### Clock wiring as the flow saved it, run 1

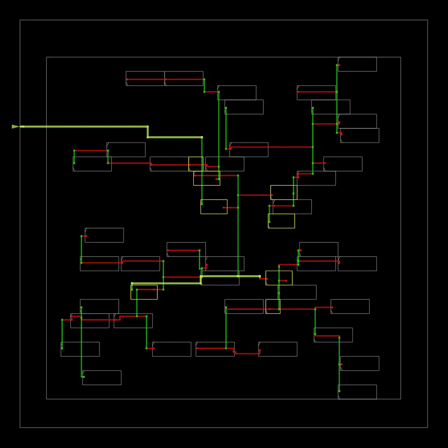
### Routed metal per tile, run 1

The die is cut into 16 by 16 equal tiles; white is low, dark blue is high, scaled to the fullest tile. Values are wire area over tile area, all layers added.
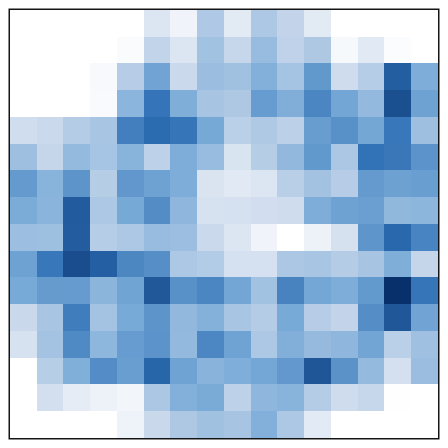
### Close-up of the layout, run 1

Scale bar: 5 um. Window x 29 to 49, y 44 to 64 um. Cells in gray, sequential cells in the stronger gray; small squares are vias.
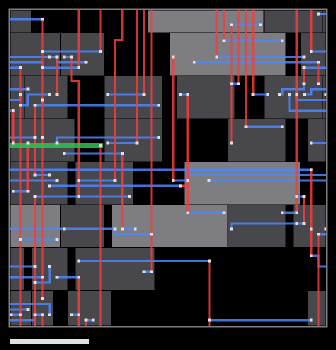
===== config.mk =====
export PLATFORM = sky130hd
export DESIGN_NAME = rf_write_arbiter
export DESIGN_NICKNAME = d
export VERILOG_FILES = /design/src/rtl/rf_write_arbiter.sv
export SDC_FILE = /design/constraint.sdc
export NUM_CORES = 1
export LEC_CHECK = 0
export CORE_MARGIN = 5
export CORE_UTILIZATION = 40
export CTS_BUF_LIST = sky130_fd_sc_hd__clkbuf_4 sky130_fd_sc_hd__clkbuf_8
export CTS_CLUSTER_DIAMETER = 50
export DETAILED_ROUTE_END_ITERATION = 10
export PLACE_DENSITY = 0.93
export SKIP_CTS_REPAIR_TIMING = 1
export SLEW_MARGIN = 20
export SYNTH_ARGS = -nofsm -noshare
export SYNTH_HDL_FRONTEND = slang
export SYNTH_SLANG_ARGS = --single-unit

===== constraint.sdc =====
create_clock -name clk -period 4.5 [get_ports clk]
set_clock_uncertainty 0.05 [all_clocks]
set_input_delay 1.35 -clock clk [delete_from_list [all_inputs] [get_ports clk]]
set_output_delay 1.35 -clock clk [all_outputs]
set_load 0.01 [all_outputs]

===== src/rtl/rf_write_arbiter.sv =====
// rf_write_arbiter: round-robin arbiter that shares the single register-file
// write port (WE3/A3/WD3) between the ALU writeback (req0) and the load
// writeback (req1). The write-port outputs are registered. Writes to x0
// complete their handshake but never raise WE3.
//
// Optional build macro RF_WR_STATS_EN adds two saturating 16-bit counters:
// conflict_cnt counts cycles where both requesters are valid, and drop_cnt
// counts accepted writes to x0.
//
// Handshake: reqN_valid is driven by the requester, and reqN_ready is driven
// combinationally by this block. A transfer happens at a rising edge where
// valid && ready. Once a requester raises valid, it holds valid, addr and data
// stable until it sees ready. At most one ready is high in any cycle, and both
// readys are low while rst is high.
module rf_write_arbiter #(
    parameter int ADDR_W = 5,
    parameter int DATA_W = 32
) (
    input  logic              clk,
    input  logic              rst,
    input  logic              req0_valid,
    output logic              req0_ready,
    input  logic [ADDR_W-1:0] req0_addr,
    input  logic [DATA_W-1:0] req0_data,
    input  logic              req1_valid,
    output logic              req1_ready,
    input  logic [ADDR_W-1:0] req1_addr,
    input  logic [DATA_W-1:0] req1_data,
    output logic              WE3,
    output logic [ADDR_W-1:0] A3,
    output logic [DATA_W-1:0] WD3,
    output logic              last_grant
`ifdef RF_WR_STATS_EN
    ,
    output logic [15:0]       conflict_cnt,
    output logic [15:0]       drop_cnt
`endif
);

    // Round-robin pointer. 0 favours req0 and 1 favours req1 when both are valid.
    logic              ptr;
    logic              grant0;
    logic              grant1;
    logic              accept;
    logic [ADDR_W-1:0] sel_addr;
    logic [DATA_W-1:0] sel_data;

    // Grant decision: a lone valid always wins, and under contention the pointer decides.
    always_comb begin
        grant0 = 1'b0;
        grant1 = 1'b0;
        if (!rst) begin
            if (req0_valid && req1_valid) begin
                grant0 = ~ptr;
                grant1 = ptr;
            end else begin
                grant0 = req0_valid;
                grant1 = req1_valid;
            end
        end
    end

    assign req0_ready = grant0;
    assign req1_ready = grant1;
    assign accept     = grant0 | grant1;
    assign sel_addr   = grant1 ? req1_addr : req0_addr;
    assign sel_data   = grant1 ? req1_data : req0_data;

    // Write-port registers and pointer. An accept loads addr/data, a non-accept only drops WE3.
    always_ff @(posedge clk) begin
        if (rst) begin
            WE3        <= 1'b0;
            A3         <= '0;
            WD3        <= '0;
            last_grant <= 1'b0;
            ptr        <= 1'b0;
        end else if (accept) begin
            WE3        <= (sel_addr != '0);
            A3         <= sel_addr;
            WD3        <= sel_data;
            last_grant <= grant1;
            ptr        <= ~grant1;
        end else begin
            WE3        <= 1'b0;
        end
    end

`ifdef RF_WR_STATS_EN
    // Saturating statistics counters; both are cleared by reset.
    always_ff @(posedge clk) begin
        if (rst) begin
            conflict_cnt <= '0;
            drop_cnt     <= '0;
        end else begin
            if (req0_valid && req1_valid && (conflict_cnt != 16'hFFFF))
                conflict_cnt <= conflict_cnt + 16'd1;
            if (accept && (sel_addr == '0) && (drop_cnt != 16'hFFFF))
                drop_cnt <= drop_cnt + 16'd1;
        end
    end
`endif

endmodule


==> out/metrics.cfg, run 1 <==
[synth]
top_area_cell=dfxtp_1
ys_ff=40
yosys.area_share.simple_pct=23.0
synthFlopType=dfxtp_1
fa_ha_area_share_pct=0
mux_area_share_pct=2.45
synthesis.nets=257
synth_area_um2=1840
ys_seq_share_pct=43.5

[power_and_ir_drop]
total_power_uw=892
ir_drop_v=0.000191

[place]
port_buffers=118

[final_timing]
rsz0062_at_grt=no
period_used_pct=95.5
setup-violations-final=0
min_period_ns=4.30
max_slew.worst_pin.slew_ns=0.693
setup_slack_ns=0.203
hold_viol=0
slew_headroom_pct=53.7

[min_path]
hold_path.class=reg2reg

[cts]
cts_max_path_buffers=2
clkTransAtPathRegs_ns=0.08

[setup_path]
critical_path_class=in2out
reg2reg_depth=5
cp-start-kind=input port
regToRegEndpoint=WD3[7]
crit_arrival_ns=2.90
startpoint=req0_valid

[die]
core_area_um2=4410
boundaryPins=119

[job]
cap_violations=0
openroad.warnings=26

[detailed_routing]
vias=1836
drt_pass1_iterations=4

[global_routing]
grt_max_degree=24
grt_overflow=0

[final_layout]
area_growth_pct=71.2
instances_no_fill=351
layout_top_cell=clkdlybuf4s50_1
fill_cells=335
layout-drive-gt1-share_pct=14.0

[outcome]
status=completed

Notes on 'Clock wiring as the flow saved it' above:
CTS Sinks: 40
P_clk: 251 uW
num sequential: 40
CLK BUF: 7
clk_lat worst skew: 0.28 ns

Notes on 'Routed metal per tile' above:
densest ninth of the die: middle left
fullest tile: 0.42
mean over tiles: 0.15
tiles over half the peak: 30%
nearly empty tiles: 13%
emptiest ninth of the die: upper left

Notes on 'Close-up of the layout' above:
[blue] met1
[red] met2
[green] met3
sequential cells in the window: 4
netlist names of flops here include: WD3 (4)
cells with their middle in the window: 25
most frequent: clkdlybuf4s50_1 (7), dfxtp_1 (4)

==> run 1: cells in the mapped netlist, types with 2 or more instances <==
cell type	number
buf_4	3
buf_6	5
buf_2	3
nand2b_2	2
nor3b_1	4
nor2_1	28
dfxtp_1	40
o221a_2	4
nor3_1	12
a2111oi_2	10
nand2_1	4
and2_1	22
clkbuf_1	3
a221o_1	22
mux2_2	4
==> run 1: stage by stage <==
stage / utilization [%] / hold WS (ns)
global route: 71.3 / 0.442
floorplan: - / 0.417
global placement: 69.0 / 0.380
finish: 71.3 / 0.393
CTS: 71.3 / 0.396
detailed placement: 69.1 / 0.384
==> run 1: worst max-delay path: stages <==
cell             delay (ns)
clkdlybuf4s50_1        0.55
nand2b_2               0.14
a211oi_4               0.26
clkdlybuf4s50_1        0.59
==> run 1: power breakdown <==
group / switching, mW / internal (mW)
Combinational: 0.0886 / 0.152
Sequential: 0.0145 / 0.385
Clock: 0.121 / 0.131
==> run 1: sequential cells by signal, summed over array words and instances, names as in the netlist <==
| signal | flops |
|---|---|
| WD3 | 32 |
| A3 | 5 |
| WE3 | 1 |
| last_grant | 1 |
| ptr | 1 |
==> run 1: final cells by class <==
class / instances / area [um2] / share of cell area (%)
clock buffers: 7 / 90.1 / 2.86
clock inverters: 1 / 7.51 / 0.238
inverters: 1 / 3.75 / 0.119
multi-input cells: 123 / 932 / 29.6
flip-flops and latches: 40 / 801 / 25.4
well taps: 52 / 65.1 / 2.07
repair buffers: 127 / 1250 / 39.7
==> run 1: per-layer routing <==
layer / global-route usage (%) / vias up / part of all wire (%)
li1: - / 906 / -
met1: 20.9 / 861 / 41
met2: 34.1 / 69 / 50
met3: 7.06 / 0 / 8.6
met4: 2.58 / 0 / 0
met5: 0 / - / 0
==> run 1 -> run 2 <==
--- a/config.mk
+++ b/config.mk
@@ -10,6 +10,7 @@
 export CTS_BUF_LIST = sky130_fd_sc_hd__clkbuf_4 sky130_fd_sc_hd__clkbuf_8
 export CTS_CLUSTER_DIAMETER = 50
 export DETAILED_ROUTE_END_ITERATION = 10
+export HOLD_SLACK_MARGIN = 0.03
 export PLACE_DENSITY = 0.93
 export SKIP_CTS_REPAIR_TIMING = 1
 export SLEW_MARGIN = 20
### Routed metal per tile, run 2

The die is cut into 16 by 16 equal tiles; white is low, dark blue is high, scaled to the fullest tile. Values are wire area over tile area, all layers added.
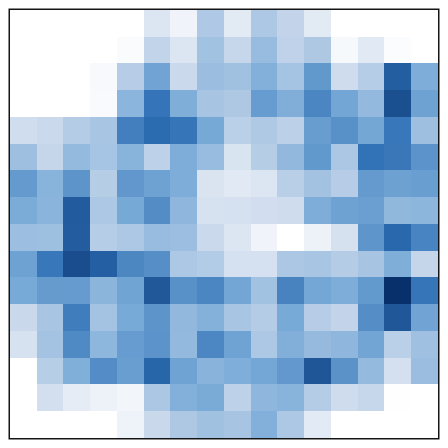
fullest tile: 0.42
mean over tiles: 0.15
emptiest ninth of the die: upper left
densest ninth of the die: middle left
nearly empty tiles: 13%

==> run 2 against run 1 <==
Power stayed put; largest cell class unchanged; flip-flop count unchanged; combinational power is essentially flat; design area unchanged; synthesized cell count stayed put; first-iteration DRC count unchanged.
==> out/metrics.cfg, run 2 <==
[detailed_routing]
top_layer=met3
met2WireLength_mm=2.89  ; unchanged
drt_pass1_iterations=4  ; unchanged
drt-met1-wl_mm=2.41  ; unchanged
vias=1836  ; unchanged
dr_wl_met3_um=500  ; unchanged

[synth]
synthesis.nets=257  ; unchanged
synthFlopType=dfxtp_1
ys_seq_share_pct=43.5  ; unchanged
top_area_cell=dfxtp_1
common_cells=40 x dfxtp_1, 28 x nor2_1, 22 x a221o_1, 22 x and2_1, 12 x nor3_1
synth_area_um2=1840  ; unchanged
most_common_cell=dfxtp_1

[setup_path]
worstSetupPathDepth=4  ; unchanged
crit_family=buffers and inverters
cp_cell_sequence=clkdlybuf4s50_1, nand2b_2, a211oi_4, clkdlybuf4s50_1
regToRegEndpoint=WD3[7]
critical_path_class=in2out
path_buffers=2  ; unchanged
worst_path_largest_cell_delay_ns=0.59  ; about the same
cp_slowest_cell=clkdlybuf4s50_1
reg2reg_depth=5  ; unchanged
cpMostUsedCell=clkdlybuf4s50_1
cp-start-kind=input port

[final_layout]
biggestRegsByFlops=WD3: 32 flops, A3: 5 flops
largest-register=WD3
largest_reg_flops=32  ; unchanged
layout-drive-gt1-share_pct=14.0  ; unchanged
fill_cells=335  ; unchanged
layout_top_cell=clkdlybuf4s50_1

[global_routing]
met3_usage_pct=7.06  ; unchanged
grt_use_met1_pct=20.9  ; unchanged
use_met2_pct=34.1  ; unchanged
grt_overflow=0  ; unchanged
grt_max_degree=24  ; unchanged
grt-busiest-layer=met2

[final_timing]
max_slew.worst_pin.slew_ns=0.693  ; unchanged
rsz0062_at_grt=no
slew_headroom_pct=53.7  ; unchanged
hold_viol=0  ; unchanged
setup-violations-final=0  ; unchanged
min_period_ns=4.30  ; unchanged
period_used_pct=95.5  ; unchanged

[power_and_ir_drop]
ir_drop_v=0.000191  ; unchanged
total_power_uw=892  ; unchanged

[die]
core_area_um2=4410  ; unchanged
boundaryPins=119  ; unchanged

[outcome]
status=completed

[min_path]
hold_path.class=reg2reg

[cts]
cts_max_path_buffers=2  ; unchanged
cts.sinks=40  ; unchanged
clkTransAtPathRegs_ns=0.08  ; about the same
clkLatencyLatePin_ns=0.28  ; about the same

[job]
openroad.warnings=26  ; unchanged

[place]
port_buffers=118  ; unchanged

### Close-up of the layout, run 2

Scale bar: 5 um. Window x 29 to 49, y 44 to 64 um. Cells in gray, sequential cells in the stronger gray; small squares are vias.
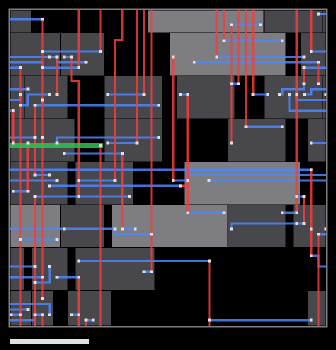
[green] met3
[blue] met1
[red] met2
cells with their middle in the window: 25
most frequent: clkdlybuf4s50_1 (7), dfxtp_1 (4)
netlist names of flops here include: WD3 (4)
sequential cells in the window: 4

-- run 2: report_power, final --
part           internal, mW  switching [mW]  total [mW]
Clock                 0.131           0.121       0.251
Combinational         0.152          0.0886       0.241
Sequential            0.385          0.0145       0.400
Total                 0.668           0.224       0.892
-- run 2: layout make-up --
type	instances	area [um2]	area share, %
Timing Repair Buffer	127	1250	39.7
Multi-Input combinational cell	123	932	29.6
Sequential cell	40	801	25.4
Clock buffer	7	90.1	2.86
Tap cell	52	65.1	2.07
Clock inverter	1	7.51	0.238
Inverter	1	3.75	0.119
-- run 2: kinds of logic (layout without fill, tap and decap cells) --
group	after synthesis	in the layout	synth area share, %
and+or+nand+nor	79	79	23.0
DFF	40	40	43.5
buffers and inverters	16	136	6.12
AOI/OAI and AO/OA	40	40	24.9
muxes	4	4	2.45
-- run 2: how the worst max path moves through the flow --
stage / from / end / slack (ns)
global placement: req0_valid / req0_ready / 0.20
global route: req0_valid / req0_ready / 0.15
detailed placement: req0_valid / req0_ready / 0.19
finish: req0_valid / req0_ready / 0.20
CTS: req0_valid / req0_ready / 0.19
floorplan: req1_valid / req0_ready / 0.99
-- run 2: through the flow --
stage | hold slack, ns | std cells | utilization (%) | cell area, um2
final | 0.393 | 351 | 71.3 | 3150
after detailed placement | 0.384 | 343 | 69.1 | 3050
after floorplan | 0.417 | 179 | - | 1840
after global placement | 0.380 | 343 | 69.0 | 3040
after global routing | 0.442 | 351 | 71.3 | 3150
after CTS | 0.396 | 351 | 71.3 | 3150
-- run 2: worst register-to-register path, stage by stage, from the launching register on --
cell      delay [ns]
dfxtp_1         0.37
nand2b_2        0.27
nand2b_4        0.10
inv_2           0.04
buf_4           0.21
a221o_1         0.38
Power is estimated from default activity; no workload was simulated.
